File: src/rtl/serdesphy_pkg.sv
// Shared definitions for the SerDes PHY transmit serializer: FSM state
// encoding, default framing words and the word parity helper.
package serdesphy_pkg;

    typedef enum logic [1:0] {
        ST_IDLE = 2'd0,
        ST_SYNC = 2'd1,
        ST_DATA = 2'd2
    } state_t;

    localparam logic [7:0] SYNC_WORD_DEFAULT = 8'h7E;
    localparam logic [7:0] IDLE_WORD_DEFAULT = 8'hAA;

    // Even parity: the appended bit makes the total count of ones even.
    function automatic logic even_parity(input logic [7:0] word);
        return ^word;
    endfunction

endpackage

File: src/rtl/serdesphy_tx_shifter.sv
// Slot engine for the TX serializer: holds one W-bit slot (word plus optional
// parity), shifts it out MSB first and flags the last bit of every slot.
module serdesphy_tx_shifter
    import serdesphy_pkg::*;
#(
    parameter int PARITY_EN = 0
) (
    input  logic       clk,
    input  logic       rst,
    input  logic [7:0] i_word,
    output logic       o_boundary,
    output logic       o_serial
);

    localparam int W     = 8 + PARITY_EN;
    localparam int CNT_W = $clog2(W);
    localparam logic [CNT_W-1:0] LAST = CNT_W'(W - 1);

    logic [W-1:0]     r_shift;
    logic [CNT_W-1:0] r_bit_cnt;
    logic [W-1:0]     w_slot;

    // Parity, when present, rides in the final bit position of the slot.
    generate
        if (PARITY_EN != 0) begin : g_par
            assign w_slot = {i_word, even_parity(i_word)};
        end else begin : g_nopar
            assign w_slot = i_word;
        end
    endgenerate

    // Reset parks the counter on the last bit so the first free cycle is a boundary.
    always_ff @(posedge clk) begin
        if (rst) begin
            r_shift   <= '0;
            r_bit_cnt <= LAST;
        end else if (o_boundary) begin
            r_shift   <= w_slot;
            r_bit_cnt <= '0;
        end else begin
            r_shift   <= {r_shift[W-2:0], 1'b0};
            r_bit_cnt <= r_bit_cnt + 1'b1;
        end
    end

    assign o_boundary = (r_bit_cnt == LAST);
    assign o_serial   = r_shift[W-1];

endmodule

File: src/rtl/serdesphy_tx_serializer.sv
// TX serializer: pops bytes from a first-word-fall-through FIFO and frames
// them as SYNC + data bursts with periodic resync, filling gaps with IDLE.
module serdesphy_tx_serializer
    import serdesphy_pkg::*;
#(
    parameter logic [7:0] SYNC_WORD     = SYNC_WORD_DEFAULT,
    parameter logic [7:0] IDLE_WORD     = IDLE_WORD_DEFAULT,
    parameter int         SYNC_INTERVAL = 16,
    parameter int         PARITY_EN     = 0
) (
    input  logic        clk,
    input  logic        rst,
    input  logic        tx_enable,
    input  logic [7:0]  fifo_rd_data,
    input  logic        fifo_empty,
    output logic        fifo_rd_en,
    output logic        serial_out,
    output logic        busy,
    output logic        sync_inserted,
    output logic [15:0] tx_byte_cnt
);

    state_t      r_state;
    logic [15:0] r_byte_cnt;
    logic [15:0] r_int_cnt;

    state_t      w_next_state;
    logic [7:0]  w_load_word;
    logic        w_pop;
    logic        w_sync;
    logic        w_boundary;
    logic        w_go;
    logic        w_resync;

    assign w_go     = tx_enable && !fifo_empty;
    assign w_resync = (SYNC_INTERVAL != 0) && (r_int_cnt == 16'(SYNC_INTERVAL));

    serdesphy_tx_shifter #(
        .PARITY_EN (PARITY_EN)
    ) u_shifter (
        .clk        (clk),
        .rst        (rst),
        .i_word     (w_load_word),
        .o_boundary (w_boundary),
        .o_serial   (serial_out)
    );

    // Slot decision: only the boundary cycle may pick a new word or pop the FIFO.
    always_comb begin
        w_next_state = r_state;
        w_load_word  = IDLE_WORD;
        w_pop        = 1'b0;
        w_sync       = 1'b0;
        if (w_boundary && !rst) begin
            case (r_state)
                ST_IDLE: begin
                    if (w_go) begin
                        w_load_word  = SYNC_WORD;
                        w_sync       = 1'b1;
                        w_next_state = ST_SYNC;
                    end
                end
                ST_SYNC: begin
                    if (w_go) begin
                        w_load_word  = fifo_rd_data;
                        w_pop        = 1'b1;
                        w_next_state = ST_DATA;
                    end else begin
                        w_next_state = ST_IDLE;
                    end
                end
                ST_DATA: begin
                    if (!tx_enable) begin
                        w_next_state = ST_IDLE;
                    end else if (w_resync) begin
                        // Resync takes the slot even when a byte is waiting.
                        w_load_word  = SYNC_WORD;
                        w_sync       = 1'b1;
                        w_next_state = ST_SYNC;
                    end else if (!fifo_empty) begin
                        w_load_word  = fifo_rd_data;
                        w_pop        = 1'b1;
                    end else begin
                        w_next_state = ST_IDLE;
                    end
                end
                default: w_next_state = ST_IDLE;
            endcase
        end
    end

    // FSM state plus byte and resync-interval counters.
    always_ff @(posedge clk) begin
        if (rst) begin
            r_state    <= ST_IDLE;
            r_byte_cnt <= '0;
            r_int_cnt  <= '0;
        end else begin
            r_state <= w_next_state;
            if (w_pop) begin
                r_byte_cnt <= r_byte_cnt + 16'd1;
            end
            if (w_boundary && (w_next_state != ST_DATA)) begin
                r_int_cnt <= '0;
            end else if (w_pop) begin
                r_int_cnt <= r_int_cnt + 16'd1;
            end
        end
    end

    assign fifo_rd_en    = w_pop;
    assign sync_inserted = w_sync;
    assign busy          = (r_state != ST_IDLE);
    assign tx_byte_cnt   = r_byte_cnt;

endmodule

File: config.mk
export PLATFORM = sky130hd
export DESIGN_NAME = serdesphy_tx_serializer
export DESIGN_NICKNAME = d
export VERILOG_FILES = /design/src/rtl/serdesphy_pkg.sv /design/src/rtl/serdesphy_tx_shifter.sv /design/src/rtl/serdesphy_tx_serializer.sv
export SDC_FILE = /design/constraint.sdc
export NUM_CORES = 1
export LEC_CHECK = 0
export CAP_MARGIN = 30
export CELL_PAD_IN_SITES_DETAIL_PLACEMENT = 1
export CELL_PAD_IN_SITES_GLOBAL_PLACEMENT = 2
export CORE_MARGIN = 4
export CORE_UTILIZATION = 37
export CTS_BUF_LIST = sky130_fd_sc_hd__clkbuf_4 sky130_fd_sc_hd__clkbuf_8
export DETAILED_ROUTE_END_ITERATION = 8
export GPL_TIMING_DRIVEN = 1
export PLACE_DENSITY = 0.95
export RECOVER_POWER = 50
export SYNTH_ARGS = -nofsm -noshare
export SYNTH_HDL_FRONTEND = slang
export SYNTH_SLANG_ARGS = --single-unit
export TNS_END_PERCENT = 1
File: constraint.sdc
create_clock -name clk -period 3.2 [get_ports clk]
set_input_delay 0.64 -clock clk [delete_from_list [all_inputs] [get_ports clk]]
set_output_delay 0.64 -clock clk [all_outputs]
set_load 0.03 [all_outputs]
Fig. 1: run 1, M4 wires
Cells faint in the background.
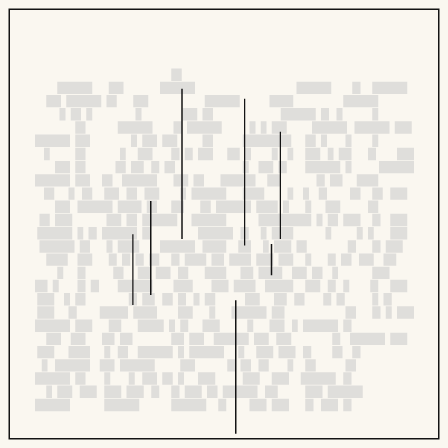
5 nets have wire on it. The wires run mostly vertical. The layer holds 2.5% of the routed length. The longest straight run is 30.6 um.

Fig. 2: run 1, zoomed window
Region (54, 10) to (79, 35) um. Cells in grey, sequential cells in the stronger grey; small squares are vias.
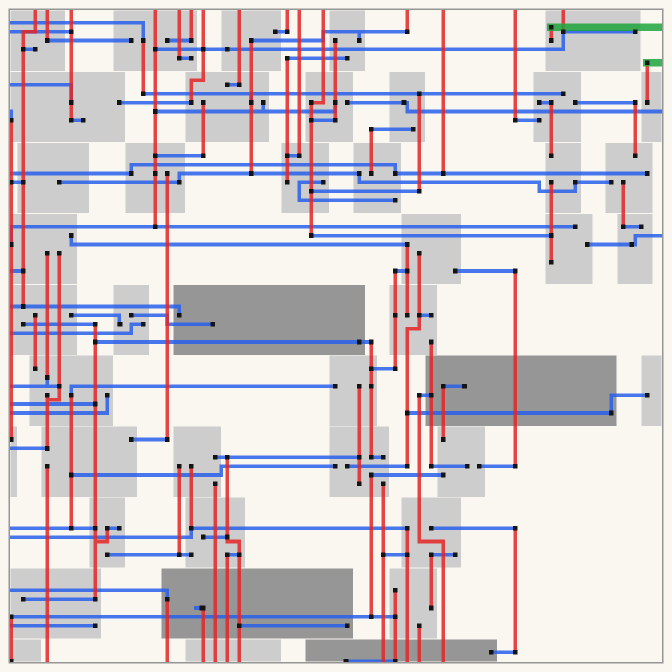
metal 1: drawn in blue. metal 2: drawn in red. metal 3: drawn in green.
Sequential cells in the window: 3. Netlist names of flops here include `tx_byte_cnt` (3). 36 logic cells have their middle in the window. Most frequent: a21oi_1 (6), o21ai_0 (4).

==> impl_metrics.env, run 1 <==
# implementation run metrics
export IMPL_cts_sinks=45
export IMPL_hold_path_startpoint="u_shifter.r_shift[5]$_SDFF_PP0_"
export IMPL_hold_viol=0
export IMPL_fp_nets=291
export IMPL_sh_seq_area=0.317
export IMPL_clock_skew_ns=0.00716
export IMPL_leakage_uw=0.00107
export IMPL_layout_cells_non_filler=378
export IMPL_viasPerCell=5.31
export IMPL_cap_violations=0
export IMPL_cts_root_buffer="clkbuf_8"
export IMPL_ys_top_cells_by_count="dfxtp_1 (45), nor2_1 (28), xor2_1 (19)"
export IMPL_n_antenna_cell=0
export IMPL_reg2reg_depth=7
export IMPL_path_clk_slew_ns=0.09
export IMPL_logic_area_mm2=0.00134
export IMPL_status="complete, no violations"
export IMPL_rsz0062_at_grt="false"
export IMPL_yosys_area_mm2=0.00237
export IMPL_required_ns=2.56
export IMPL_async_flop_share=0
export IMPL_slew_viol_final=0
export IMPL_n_fill_cell=735
export IMPL_period_used=0.901
export IMPL_io_pins=32
export IMPL_core_area_mm2=0.00606
Fig. 3: run 1, supply network
The bar under the picture is 20 um long. Pins as bars on the die edge. Tap cells in grey.
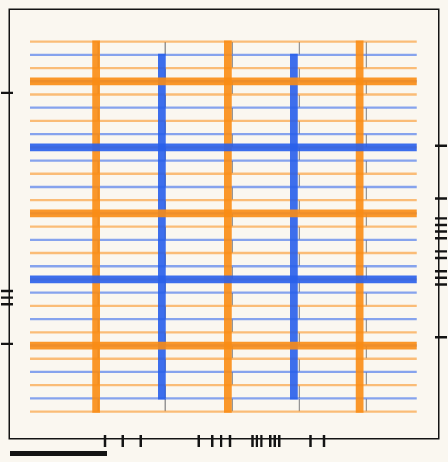
VSS: drawn in orange. VDD: drawn in blue.
32 signal pins sit on the boundary. 29 met1 rails follow the rows. 5 straps on met4. 75 tap cells.

Fig. 4: run 1, signal wires by layer
Only two layers are drawn.
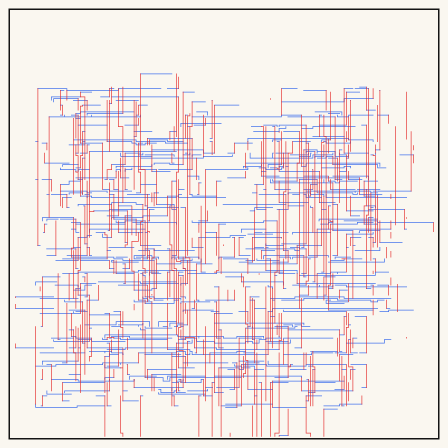
metal 1: drawn in blue, wire length 2820 um. metal 2: drawn in red, wire length 2880 um.

## run 1: worst max-delay path, delay by kind of cell
kind / cells / cell delay, ns
AOI/OAI and AO/OA: 1 / 0.15
buffers and inverters: 3 / 0.79
and+or+nand+nor: 2 / 0.65
## run 1: per-stage QoR
stage                      util  total power [uW]
final                     0.469              1240
after global routing      0.469              1310
after CTS                 0.471              1270
after detailed placement  0.454               841
after global placement    0.454               834
after floorplan               -               771
## run 1: per-layer routing
layer / track usage / part of all wire / vias to the layer above
li1: - / - / 1017
met1: 0.223 / 0.47 / 947
met2: 0.283 / 0.48 / 30
met3: 0.0273 / 0.033 / 15
met4: 0.0769 / 0.024 / 0
met5: 0 / 0 / -
## run 1: cells by family after synthesis
group | count (synthesis) | share of synthesized area
adder cells (fa/ha/maj) | 9 | 0.0474
AND-OR/OR-AND | 58 | 0.178
XOR/XNOR | 23 | 0.0848
multiplexers | 2 | 0.00843
buffers and inverters | 25 | 0.0516
flip-flops | 45 | 0.379
AND/OR/NAND/NOR | 108 | 0.251
## run 1: power by group
| group | switching, uW | internal, uW |
|---|---|---|
| clock | 195 | 227 |
| combinational | 140 | 86.1 |
| sequential | 9.93 | 585 |
## run 1: worst max-delay path by stage
| stage | start | to | slack, ns | cells after the start |
|---|---|---|---|---|
| floorplan | r_int_cnt[0]$_SDFFE_PP0P_ | sync_inserted | 0.77 | 7 |
| global placement | tx_enable | fifo_rd_en | 0.41 | 6 |
| detailed placement | tx_enable | fifo_rd_en | 0.40 | 6 |
| CTS | r_state[0]$_SDFF_PP0_ | fifo_rd_en | 0.36 | 7 |
| global route | r_state[0]$_SDFF_PP0_ | fifo_rd_en | 0.17 | 7 |
| finish | rst | fifo_rd_en | 0.32 | 6 |
==> run 2, diff against run 1 <==
Settings changed: CORE_ASPECT_RATIO set to 1.4.
Fig. 5: run 2, supply network
The bar under the picture is 20 um long. Pins as bars on the die edge. Tap cells in grey.
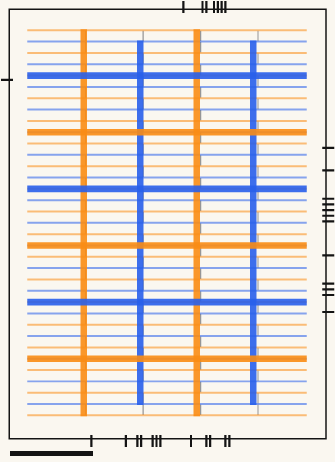
VSS: drawn in orange. VDD: drawn in blue.
The core has 34 rows. 4 straps on met4. 72 tap cells. 35 met1 rails follow the rows.

==> run 2 against run 1 <==
  * Synthesized cell count stayed put
  * Sequential share of layout area is 0.12 points lower
  * Global-route usage is 0.13 points lower
  * Final cell count is 0.26% lower
  * Sequential power hardly changed
  * Wire length is 1.3% lower
  * Non-clock buffer count is 1 higher
  * Worst setup slack worse by 0.023 ns
  * Clock-buffer cell count is 2 higher
  * Register-to-register slack worse by 0.05 ns
  * Design area is 0.40% higher
  * Critical endpoint unchanged
==> impl_metrics.env, run 2 <==
# implementation run metrics
export IMPL_logic_area_mm2=0.00133
export IMPL_routed_top_layer="met4"
export IMPL_avgSynthCellArea_um2=8.80
export IMPL_met1_usage=0.199
export IMPL_ys_top_cells_by_area="dfxtp_1 (38%), xor2_1 (7.0%), ha_1 (4.7%)"
export IMPL_wl_met1_mm=2.47
export IMPL_sh_seq_area=0.316
export IMPL_post_place_ws_ns=0.344
export IMPL_slew_viol_final=0
export IMPL_io_pins=32
export IMPL_required_ns=2.56
export IMPL_cap_violations=0
export IMPL_viasPerCell=5.50
export IMPL_wl_per_cell_um=15.8
export IMPL_p_per_area_mw_per_mm2=446
export IMPL_top_area_cell="dfxtp_1"
export IMPL_yosys_cells=270
export IMPL_leakage_uw=0.00108
export IMPL_final_setup_tns_ns=0
export IMPL_period_used=0.908
export IMPL_ys_warn_count=0
export IMPL_num_rows=34
export IMPL_fp_nets=291
export IMPL_final_util=0.460
export IMPL_final_cell_mix="dfxtp_1 (45), nor2_1 (28), xor2_1 (19), dlygate4sd3_1 (18), a21oi_1 (15)"
export IMPL_yosys_area_mm2=0.00237
export IMPL_power_uw=1270
export IMPL_layout_cells_non_filler=377
export IMPL_wl_met2_mm=3.18
export IMPL_worst_pin_slew_ns=0.747
export IMPL_ys_top_cells_by_count="dfxtp_1 (45), nor2_1 (28), xor2_1 (19)"
export IMPL_grtUsageMet2=0.307
export IMPL_n_antenna_cell=0
export IMPL_status="complete, no violations"
export IMPL_path_clk_slew_ns=0.09
export IMPL_tritoncts_num_buffers=5
export IMPL_cts_root_buffer="clkbuf_8"
export IMPL_met3_length_um=218
export IMPL_n_fill_cell=763
export IMPL_syn_area_mm2=0.00237
export IMPL_grtUsageMet3=0.0322
export IMPL_rsz0062_at_grt="false"
export IMPL_hold_viol=0
export IMPL_busiest_layer="met2"
export IMPL_clock_skew_ns=0.00677
export IMPL_cts_sinks=45
export IMPL_grt_ovfl_total=0
export IMPL_async_flop_share=0
export IMPL_inv_count=13
export IMPL_postSynthSeqShare=0.379
==> run 2: cell types whose count changed in the layout (fill, tap and decap cells not counted), sizes merged <==
cell	before	now
clkbuf	5	8
clkinv	1	0
==> run 2: worst paths after layout <==
| check | start | endpoint | slack (ns) | cells after the start |
|---|---|---|---|---|
| max | fifo_empty | fifo_rd_en | 0.29 | 6 |
| min | u_shifter.r_bit_cnt[0]$_SDFF_PP1_ | u_shifter.r_bit_cnt[0]$_SDFF_PP1_ | 0.44 | 1 |
| max reg2reg | u_shifter.r_bit_cnt[0]$_SDFF_PP1_ | tx_byte_cnt[11]$_SDFFE_PP0P_ | 0.73 | 8 |
| min reg2reg | u_shifter.r_bit_cnt[0]$_SDFF_PP1_ | u_shifter.r_bit_cnt[0]$_SDFF_PP1_ | 0.44 | 1 |
==> run 2: power breakdown <==
group	total [uW]	internal, uW	switching (uW)
sequential	595	585	9.62
clock	460	263	197
combinational	218	81.5	137
total	1270	930	343
==> run 2: cells by family (layout without fill, tap and decap cells) <==
| family | Yosys count | after routing | share of synthesized area |
|---|---|---|---|
| multiplexers | 2 | 2 | 0.00843 |
| AND-OR/OR-AND | 58 | 58 | 0.178 |
| adder cells (fa/ha/maj) | 9 | 9 | 0.0474 |
| XOR/XNOR | 23 | 23 | 0.0848 |
| buffers and inverters | 25 | 60 | 0.0516 |
| flip-flops | 45 | 45 | 0.379 |
| AND/OR/NAND/NOR | 108 | 108 | 0.251 |
==> run 2: worst max-delay path, stage by stage <==
cell and delay, ns:
clkdlybuf4s50_1 0.58, nand4bb_1 0.46, nor2_4 0.24, o21ai_4 0.13, inv_1 0.08, buf_4 0.15
Fig. 6: run 2, track usage over the die
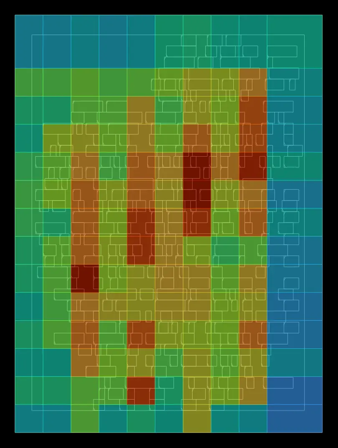

==> run 3, diff against run 2 <==
Settings changed: CORE_MARGIN 4 to 5.
Fig. 7: run 3, track usage over the die
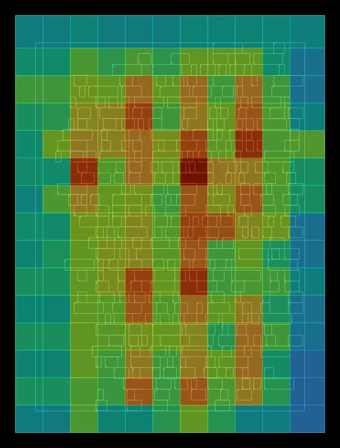
drt wl/cell: 15.6 um
met2 Track Usage GR: 0.270
GRT met3 Usage: 0.0318

==> run 3 against run 2 <==
  * Worst hold slack got worse by 0.0011 ns
  * Global-route usage decreased by 2.2 points
  * Clock power decreased by 1%
  * Worst setup slack got worse by 0.020 ns
  * Synthesized area unchanged
==> impl_metrics.env, run 3 <==
# implementation run metrics
export IMPL_postSynthSeqShare=0.379
export IMPL_routed_top_layer="met4"
export IMPL_rsz0062_at_grt="false"
export IMPL_inv_count=13
export IMPL_top_area_cell="dfxtp_1"
export IMPL_fp_nets=291
export IMPL_required_ns=2.56
export IMPL_avgSynthCellArea_um2=8.80
export IMPL_p_int_uw=933
export IMPL_wl_met1_mm=2.58
export IMPL_pg_clk_uw=454
export IMPL_post_place_ws_ns=0.347
export IMPL_power_share_clock=0.358
export IMPL_n_antenna_cell=0
export IMPL_n_fill_cell=772
export IMPL_maxPowerGroup="sequential cells"
export IMPL_ys_top_cells_by_area="dfxtp_1 (38%), xor2_1 (7.0%), ha_1 (4.7%)"
export IMPL_switching_share=0.266
export IMPL_async_flop_share=0
export IMPL_final_setup_tns_ns=0
export IMPL_leakage_uw=0.00108
export IMPL_status="complete, no violations"
export IMPL_power_combinational_uw=222
export IMPL_met3_length_um=164
export IMPL_ys_warn_count=0
export IMPL_final_cell_mix="dfxtp_1 (45), nor2_1 (28), xor2_1 (19), dlygate4sd3_1 (18), a21oi_1 (15)"
export IMPL_clock_skew_ns=0.00631
export IMPL_worst_pin_slew_ns=0.757
export IMPL_num_rows=34
export IMPL_pg_seq_uw=594
export IMPL_yosys_cells=270
export IMPL_core_area_mm2=0.00625
export IMPL_cap_violations=0
export IMPL_viasPerCell=5.46
==> run 3: cell counts after synthesis <==
No cell type changed its count.
==> run 3: cell families after synthesis <==
group,synth area share
AND/OR/NAND/NOR,0.251
AND-OR/OR-AND,0.178
flip-flops,0.379
buffers and inverters,0.0516
XOR/XNOR,0.0848
adder cells (fa/ha/maj),0.0474
multiplexers,0.00843
==> run 3: through the flow <==
| stage | total power [uW] | cell area [um^2] | util | std cells |
|---|---|---|---|---|
| finish | 1270 | 2860 | 0.457 | 377 |
| CTS | 1300 | 2880 | 0.460 | 377 |
| detailed placement | 838 | 2760 | 0.441 | 369 |
| global placement | 834 | 2760 | 0.441 | 369 |
| floorplan | 771 | 2370 | - | 270 |
| global route | 1340 | 2860 | 0.457 | 377 |
==> run 3: critical path, delay by kind of cell <==
kind | cells | cell delay, ns
and+or+nand+nor | 2 | 0.71
buffers and inverters | 3 | 0.81
AOI/OAI and AO/OA | 1 | 0.13
==> run 3: worst paths after layout <==
path | start | to | slack (ns) | cells after the start
min | u_shifter.r_shift[5]$_SDFF_PP0_ | u_shifter.r_shift[6]$_SDFF_PP0_ | 0.44 | 2
max reg2reg | r_state[0]$_SDFF_PP0_ | tx_byte_cnt[15]$_SDFFE_PP0P_ | 0.79 | 8
min reg2reg | u_shifter.r_shift[5]$_SDFF_PP0_ | u_shifter.r_shift[6]$_SDFF_PP0_ | 0.44 | 2
max | fifo_empty | fifo_rd_en | 0.27 | 6
==> run 3: layer usage <==
metal | global-route usage | up-vias
met4 | 0.0442 | 0
met5 | 0 | -
met1 | 0.173 | 998
li1 | - | 1030
met2 | 0.270 | 25
met3 | 0.0318 | 4
Power figures rest on the tool's default switching activity, not on a simulated workload.
